<file path="src/rtl/register_file_mp.sv">
// Parametrised multi-port register file: registered reads with write-first bypass
// and a one-entry-per-cycle clear sweep. Optional macro REGFILE_R0_ZERO_EN hardwires entry 0 to zero.
module register_file_mp #(
    parameter  int DATA_W = 64,
    parameter  int DEPTH  = 64,
    parameter  int NUM_RD = 2,
    parameter  int NUM_WR = 1,
    localparam int ADDR_W = $clog2(DEPTH)
) (
    input  logic                       clk,
    input  logic                       reset_n,
    input  logic                       clear_req,
    input  logic [NUM_RD-1:0]          read_en,
    input  logic [NUM_RD*ADDR_W-1:0]   raddr,
    input  logic [NUM_WR-1:0]          write_en,
    input  logic [NUM_WR*ADDR_W-1:0]   waddr,
    input  logic [NUM_WR*DATA_W-1:0]   wdata,
    output logic [NUM_RD*DATA_W-1:0]   rdata,
    output logic [NUM_RD-1:0]          rvalid,
    output logic                       init_done
);

    typedef enum logic [0:0] {
        ST_CLEAR = 1'b0,
        ST_READY = 1'b1
    } state_e;

    localparam logic [ADDR_W:0]   DEPTH_L   = DEPTH[ADDR_W:0];
    localparam logic [ADDR_W-1:0] LAST_PTR  = ADDR_W'(DEPTH - 1);
    localparam logic [ADDR_W-1:0] ZERO_ADDR = {ADDR_W{1'b0}};
    localparam logic [ADDR_W-1:0] ONE_ADDR  = ADDR_W'(1);

`ifdef REGFILE_R0_ZERO_EN
    localparam bit R0_ZERO = 1'b1;
`else
    localparam bit R0_ZERO = 1'b0;
`endif

    state_e                     state_q;
    state_e                     state_d;
    logic [ADDR_W-1:0]          ptr_q;
    logic [ADDR_W-1:0]          ptr_d;
    logic                       init_done_q;
    logic                       init_done_d;
    logic [NUM_RD*DATA_W-1:0]   rdata_q;
    logic [NUM_RD-1:0]          rvalid_q;

    logic [DATA_W-1:0]          RF [0:DEPTH-1];

    logic                       active_s;
    logic                       clearing_s;
    logic [NUM_WR-1:0]          wr_ok_s;
    logic [NUM_RD-1:0]          rd_fire_s;
    logic [DATA_W-1:0]          rd_val_s [NUM_RD];

    // DEPTH need not be a power of two, so the top of the address space is unbacked
    function automatic logic addr_in_range(input logic [ADDR_W-1:0] a);
        return ({1'b0, a} < DEPTH_L);
    endfunction

    function automatic logic addr_backed(input logic [ADDR_W-1:0] a);
        return addr_in_range(a) && !(R0_ZERO && (a == ZERO_ADDR));
    endfunction

    // Qualify per-port write and read strobes against state and address range
    always_comb begin
        active_s   = reset_n && (state_q == ST_READY);
        clearing_s = reset_n && (state_q == ST_CLEAR);
        wr_ok_s    = {NUM_WR{1'b0}};
        rd_fire_s  = {NUM_RD{1'b0}};
        for (int w = 0; w < NUM_WR; w++) begin
            wr_ok_s[w] = active_s && write_en[w] && addr_backed(waddr[w*ADDR_W +: ADDR_W]);
        end
        for (int p = 0; p < NUM_RD; p++) begin
            rd_fire_s[p] = active_s && read_en[p];
        end
    end

    // Read data with write-first bypass; later write ports override earlier ones
    always_comb begin
        for (int p = 0; p < NUM_RD; p++) begin
            rd_val_s[p] = {DATA_W{1'b0}};
            if (addr_backed(raddr[p*ADDR_W +: ADDR_W])) begin
                rd_val_s[p] = RF[raddr[p*ADDR_W +: ADDR_W]];
                for (int w = 0; w < NUM_WR; w++) begin
                    if (wr_ok_s[w] && (waddr[w*ADDR_W +: ADDR_W] == raddr[p*ADDR_W +: ADDR_W])) begin
                        rd_val_s[p] = wdata[w*DATA_W +: DATA_W];
                    end else begin
                        rd_val_s[p] = rd_val_s[p];
                    end
                end
            end else begin
                rd_val_s[p] = {DATA_W{1'b0}};
            end
        end
    end

    // Clear-sweep / ready sequencing
    always_comb begin
        state_d     = state_q;
        ptr_d       = ptr_q;
        init_done_d = init_done_q;
        case (state_q)
            ST_CLEAR: begin
                if (ptr_q == LAST_PTR) begin
                    state_d     = ST_READY;
                    ptr_d       = ZERO_ADDR;
                    init_done_d = 1'b1;
                end else begin
                    ptr_d       = ptr_q + ONE_ADDR;
                end
            end
            ST_READY: begin
                if (clear_req) begin
                    state_d     = ST_CLEAR;
                    ptr_d       = ZERO_ADDR;
                    init_done_d = 1'b0;
                end else begin
                    state_d     = ST_READY;
                end
            end
            default: begin
                state_d     = ST_CLEAR;
                ptr_d       = ZERO_ADDR;
                init_done_d = 1'b0;
            end
        endcase
    end

    // State register with synchronous active-low reset
    always_ff @(posedge clk) begin
        if (!reset_n) begin
            state_q     <= ST_CLEAR;
            ptr_q       <= ZERO_ADDR;
            init_done_q <= 1'b0;
        end else begin
            state_q     <= state_d;
            ptr_q       <= ptr_d;
            init_done_q <= init_done_d;
        end
    end

    // Storage array: not reset, cleared by the sweep; ascending loop lets the highest port win
    always_ff @(posedge clk) begin
        if (clearing_s) begin
            RF[ptr_q] <= {DATA_W{1'b0}};
        end else begin
            for (int w = 0; w < NUM_WR; w++) begin
                if (wr_ok_s[w]) begin
                    RF[waddr[w*ADDR_W +: ADDR_W]] <= wdata[w*DATA_W +: DATA_W];
                end
            end
        end
    end

    // Registered read ports; rdata holds when a port is idle
    always_ff @(posedge clk) begin
        if (!reset_n) begin
            rdata_q  <= {(NUM_RD*DATA_W){1'b0}};
            rvalid_q <= {NUM_RD{1'b0}};
        end else begin
            for (int p = 0; p < NUM_RD; p++) begin
                rvalid_q[p] <= rd_fire_s[p];
                if (rd_fire_s[p]) begin
                    rdata_q[p*DATA_W +: DATA_W] <= rd_val_s[p];
                end
            end
        end
    end

    assign rdata     = rdata_q;
    assign rvalid    = rvalid_q;
    assign init_done = init_done_q;

endmodule

</file>
<file path="config.mk">
export PLATFORM = sky130hd
export DESIGN_NAME = register_file_mp
export DESIGN_NICKNAME = d
export VERILOG_FILES = /design/src/rtl/register_file_mp.sv
export SDC_FILE = /design/constraint.sdc
export NUM_CORES = 2
export LEC_CHECK = 0
export CORE_MARGIN = 2
export CORE_UTILIZATION = 30
export DETAILED_ROUTE_END_ITERATION = 12
export GPL_TIMING_DRIVEN = 1
export PLACE_DENSITY_LB_ADDON = 0.12
export SKIP_CTS_REPAIR_TIMING = 1
export SYNTH_ARGS = -nofsm -noshare
export SYNTH_HDL_FRONTEND = slang
export SYNTH_SLANG_ARGS = --single-unit
</file>
<file path="constraint.sdc">
create_clock -name clk -period 7.7 [get_ports clk]
set_input_delay 1.54 -clock clk [delete_from_list [all_inputs] [get_ports clk]]
set_output_delay 1.54 -clock clk [all_outputs]
set_load 0.03 [all_outputs]
</file>
### Metal layers overlaid

The bar under the picture is 200 um long. Two of the layers only.
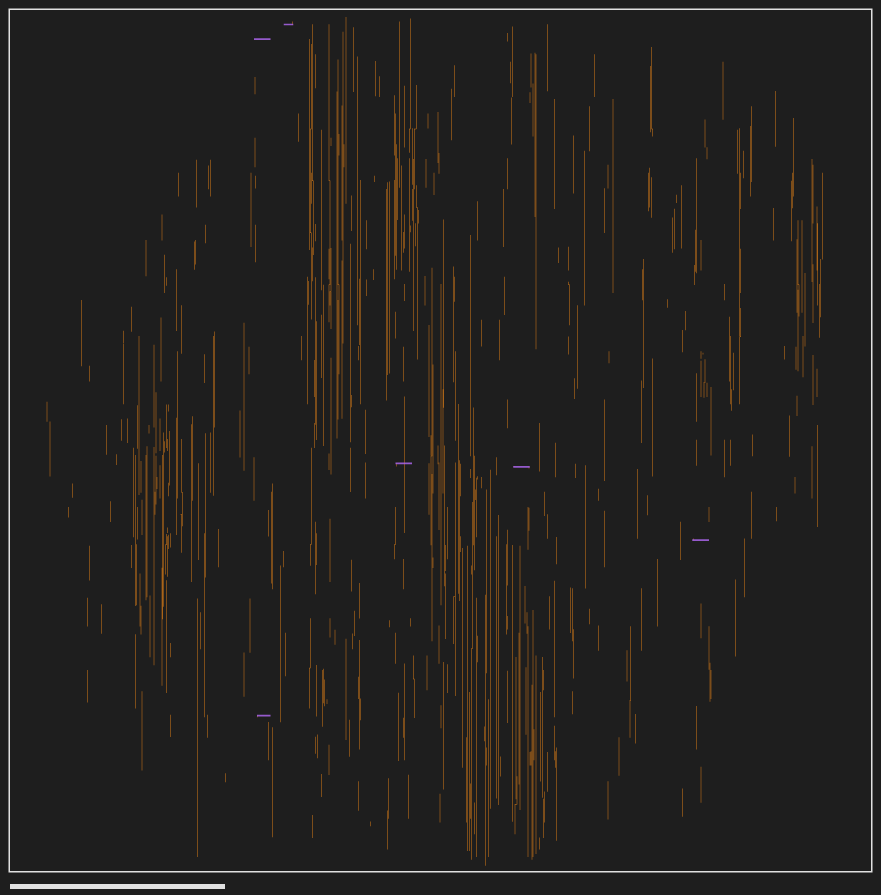
| layer | colour | wire length |
|---|---|---|
| metal 5 | purple | 73.6 um |
| metal 4 | orange | 30.5 mm |

### M1 wires

The bar under the picture is 200 um long. Cells faint in the background.
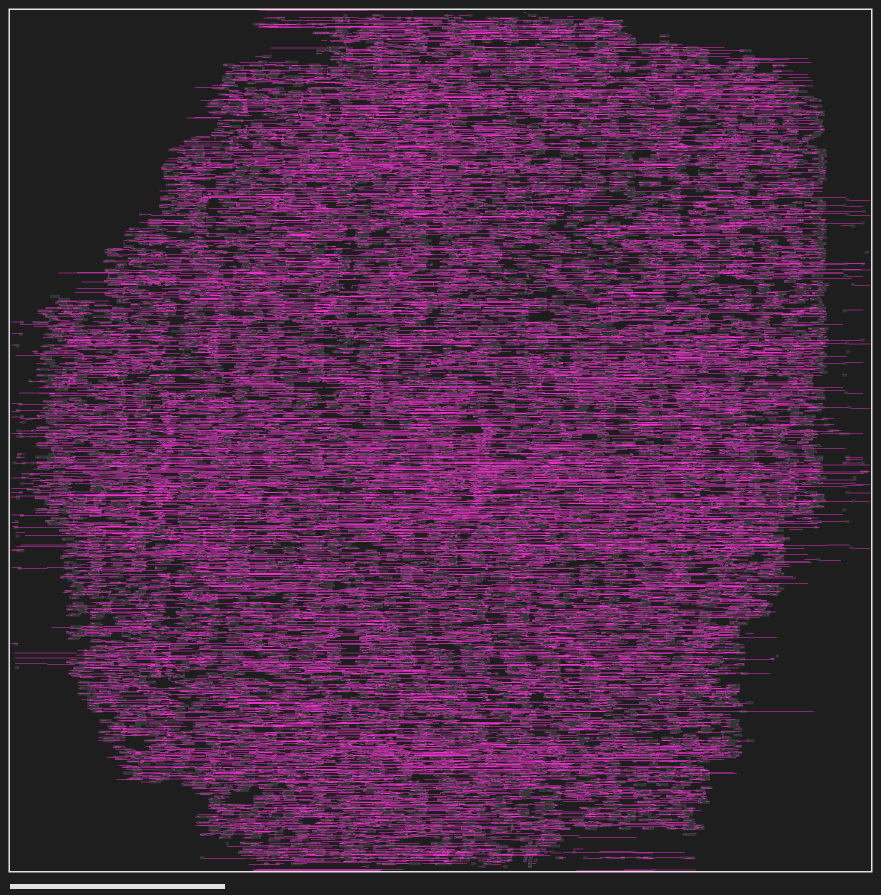
longest straight run: 143 um
share of all routed wire: 41%
nets with wire on the layer: 9582
main direction: horizontal

==> results.yml <==
# generated from flow reports
run_status:
  outcome: "completed"
finish:
  final_cell_area_um2: 221000
  signal_buffers: 705
  buf_share: 0.0339
  nFillCells: 58600
  nNonClkInverters: 3
  clockBufferCount: 614
  dominant_cells: "registers"
  diodes: 32
  areaGrowthSynthToFinish_pct: 15.9
  layout-drive-gt1-share: 0.331
  sh_seq_area: 0.570
  post-route-util: 0.349
  regArea_um2: 126000
  seq_cell_count: 4234
  comb_share: 0.280
  comb_area_um2: 61700
  fin_nets: 9844
  clock_cell_area_share: 0.0684
yosys:
  synthTopCellsByCount: "edfxtp_1, mux4_2, a22oi_1"
  edf_count: 4096
  largest_area_cell: "edfxtp_1"
  ys_area_um2: 190000
  yosys.stat.seqShare: 0.661
  yosysWarningCount: 0
  syn_nets: 9504
  yosys_cells: 9415
  top_cell: "edfxtp_1"
  yosys.area.top_type_share: 0.646
  ys_types: 39
  syn_inst: 9415
  synth_area_um2: 190000
  synth.area.top_cells: "edfxtp_1, mux4_2, a22oi_1"
  async_flop_share: 0
  synth.avg_cell_area_um2: 20.2
  ff_type: "edfxtp_1"
power_and_ir_drop:
  peakVddDrop_mv: 0.232
  p_leak_nw: 61.6
  powerDensity_nw_per_um2: 228
min_path:
  holdCritStartpoint: "rdata[85]"
  hold_path_class: "reg -> reg"
  holdPathStages: 2
critical_path:
  endpoint: "RF[21][29]"
  cp.buffers_inverters: 3
  critical_path_depth: 7
  worst_r2r_endpoint: "RF[21][29]"
  cp-end-kind: "flip-flop"
  cp.required_ns: 8.38
  crit_chain: "clkdlybuf4s50_1, and3_4, mux2i_1, nand3_1, nor2_4, buf_4, buf_4"
  start_kind: "input pin"
  critPathMostFrequentCell: "buf_4"
  critPathArrivalTime_ns: 5.90
  slowest_stage: "nand3_1"
  ff2ff_path_depth: 6
  slowest_delay_ns: 0.80
  timing_worst_setup_path_type: "in -> reg"
  critPathTopFamily: "simple AND/OR/NAND/NOR gates"
  r2r-start: "state_q"
  r2r_slack_ns: 2.65
  crit_fanout: 37
detailed_routing:
  ant_nets: 0
  drt-pass1-iter-count: 6
  wl_per_cell_um: 41.6
  vias_per_cell: 6.01
  drtIter0Drc: 14700
  drcViolationCount: 0
  routed_wl_um: 772000
sta:
  setup_violations: 0
  finClkSkew_ns: 0.101
  relSlewSlack: 0.0495
  hold_violations: 0
  final.min_clock_period_ns: 5.23
  max_slew.worst_pin.slew_ns: 1.42
  maxSlewViolCount: 0
  rsz0062_at_grt: "false"
  finalSetupTns_ns: 0
  max_freq_ghz: 0.191
  fin_hold_ws_ns: 0.520
  post-route-period-util: 0.679
clocking:
  cts_buffer_depth: 4
  clkSinkCount: 4234
  clock_latency_ns: 1.11
  clockRootBuffer: "clkbuf_16"
  numCtsBuffers: 472
job:
  warning_count: 27
  maxCapViolCount: 0
die:
  tapcell.inserted: 8379
  dieArea_um2: 641000
  die_y_um: 801
  coreArea_um2: 632000
  fp-row-count: 292
  fp.dieW_um: 801
  core_util_floorplan: 0.301
place:
  place_congestion: 0.833
  post-dp-hpwl_um: 465000
  dpl_cell_area_um2: 205000
  io_buffers: 218
global_route:
  grt_pass1_vias: 114000
  grt_pass1_wl_um: 1040000
  grt_max_degree: 89
  grt_overflow: 0
  antenna_found_initial: 53
### Zoomed window

The bar under the picture is 5 um long. Region (590, 590) to (610, 610) um. Cells in grey, sequential cells in the stronger grey; small squares are vias.
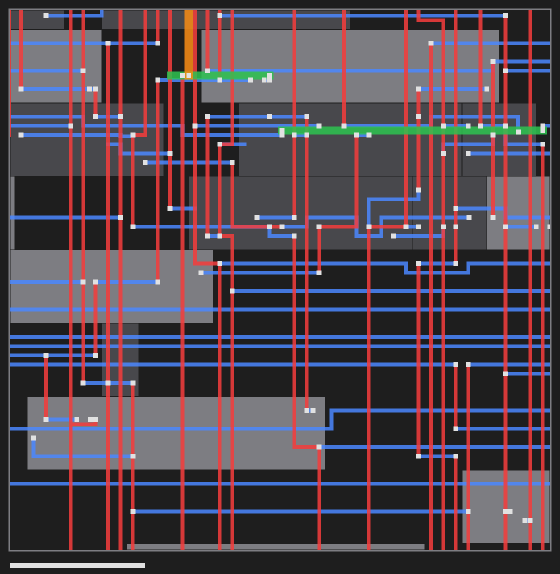
| layer | colour |
|---|---|
| metal 1 | blue |
| metal 3 | green |
| metal 2 | red |
| metal 4 | orange |
netlist names of flops here include: RF (3)
cells with their middle in the window: 9
most frequent: edfxtp_1 (3), mux4_2 (3), a22oi_1 (2)
sequential cells in the window: 3

### Signal metal coverage by tile

The die is cut into 20 by 20 equal tiles; white is low, dark blue is high, scaled to the fullest tile. Values are wire area over tile area, all layers added.
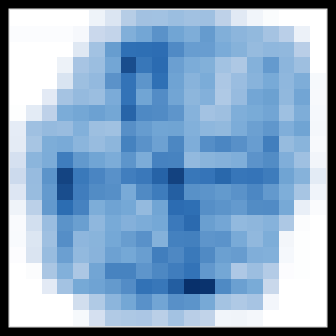
emptiest ninth of the die: upper left
mean over tiles: 0.20
nearly empty tiles: 15%
tiles over half the peak: 39%
fullest tile: 0.49

## layout by cell type, fill, tap and decap left out, types with 20 or more instances in the layout
cell / instances
bufinv_16: 29
a22oi_1: 1027
nand4_1: 130
buf_4: 358
o211ai_1: 128
nor2_4: 66
a21oi_1: 514
clkbuf_1: 117
clkinv_2: 90
buf_12: 128
diode_2: 32
clkinv_1: 104
edfxtp_1: 4096
clkbuf_8: 20
nor4_1: 128
mux4_2: 2048
clkdlybuf4s50_1: 213
nand3_1: 135
clkbuf_16: 477
and2_2: 55
dfxtp_1: 137
## routing by layer
metal | track usage | part of all wire
met1 | 0.317 | 0.41
met2 | 0.381 | 0.48
met3 | 0.0443 | 0.077
met4 | 0.0778 | 0.039
met5 | 0 | 0.000095
## state kept, by name, indices dropped and copies added, names as in the netlist
register   flops
rvalid         2
RF          4096
state_q        1
ptr_q          6
init_done      1
rdata        128
## tightest hold or removal path, cell delays in order (launching register included)
cell and delay [ns]:
dfxtp_1 0.32, nand3_1 0.07, o211ai_1 0.07
## where the power goes
group	leakage (nW)	internal (W)	switching (W)
combinational	18.7	0.00101	0.00198
clock	7.36	0.0125	0.00985
sequential	35.6	0.0250	0.0000327
## through the flow
stage	worst slack (ns)	cells
floorplan	1.77	9415
global placement	1.47	17700
detailed placement	1.41	17700
CTS	2.55	18500
global route	2.46	18600
finish	2.47	18600
## cells by family (layout without fill, tap and decap cells)
kind of cell             count (synthesis)  count (layout)  synth area share
XOR/XNOR                                14              14          0.000644
flip-flops                            4234            4234             0.661
AND-OR/OR-AND                         1682            1682            0.0595
adder cells (fa/ha/maj)                  1               1         0.0000657
other                                    0              32                 0
buffers and inverters                  842            1588            0.0191
multiplexers                          2056            2056             0.243
AND/OR/NAND/NOR                        586             586            0.0172
Power figures rest on the tool's default switching activity, not on a simulated workload.
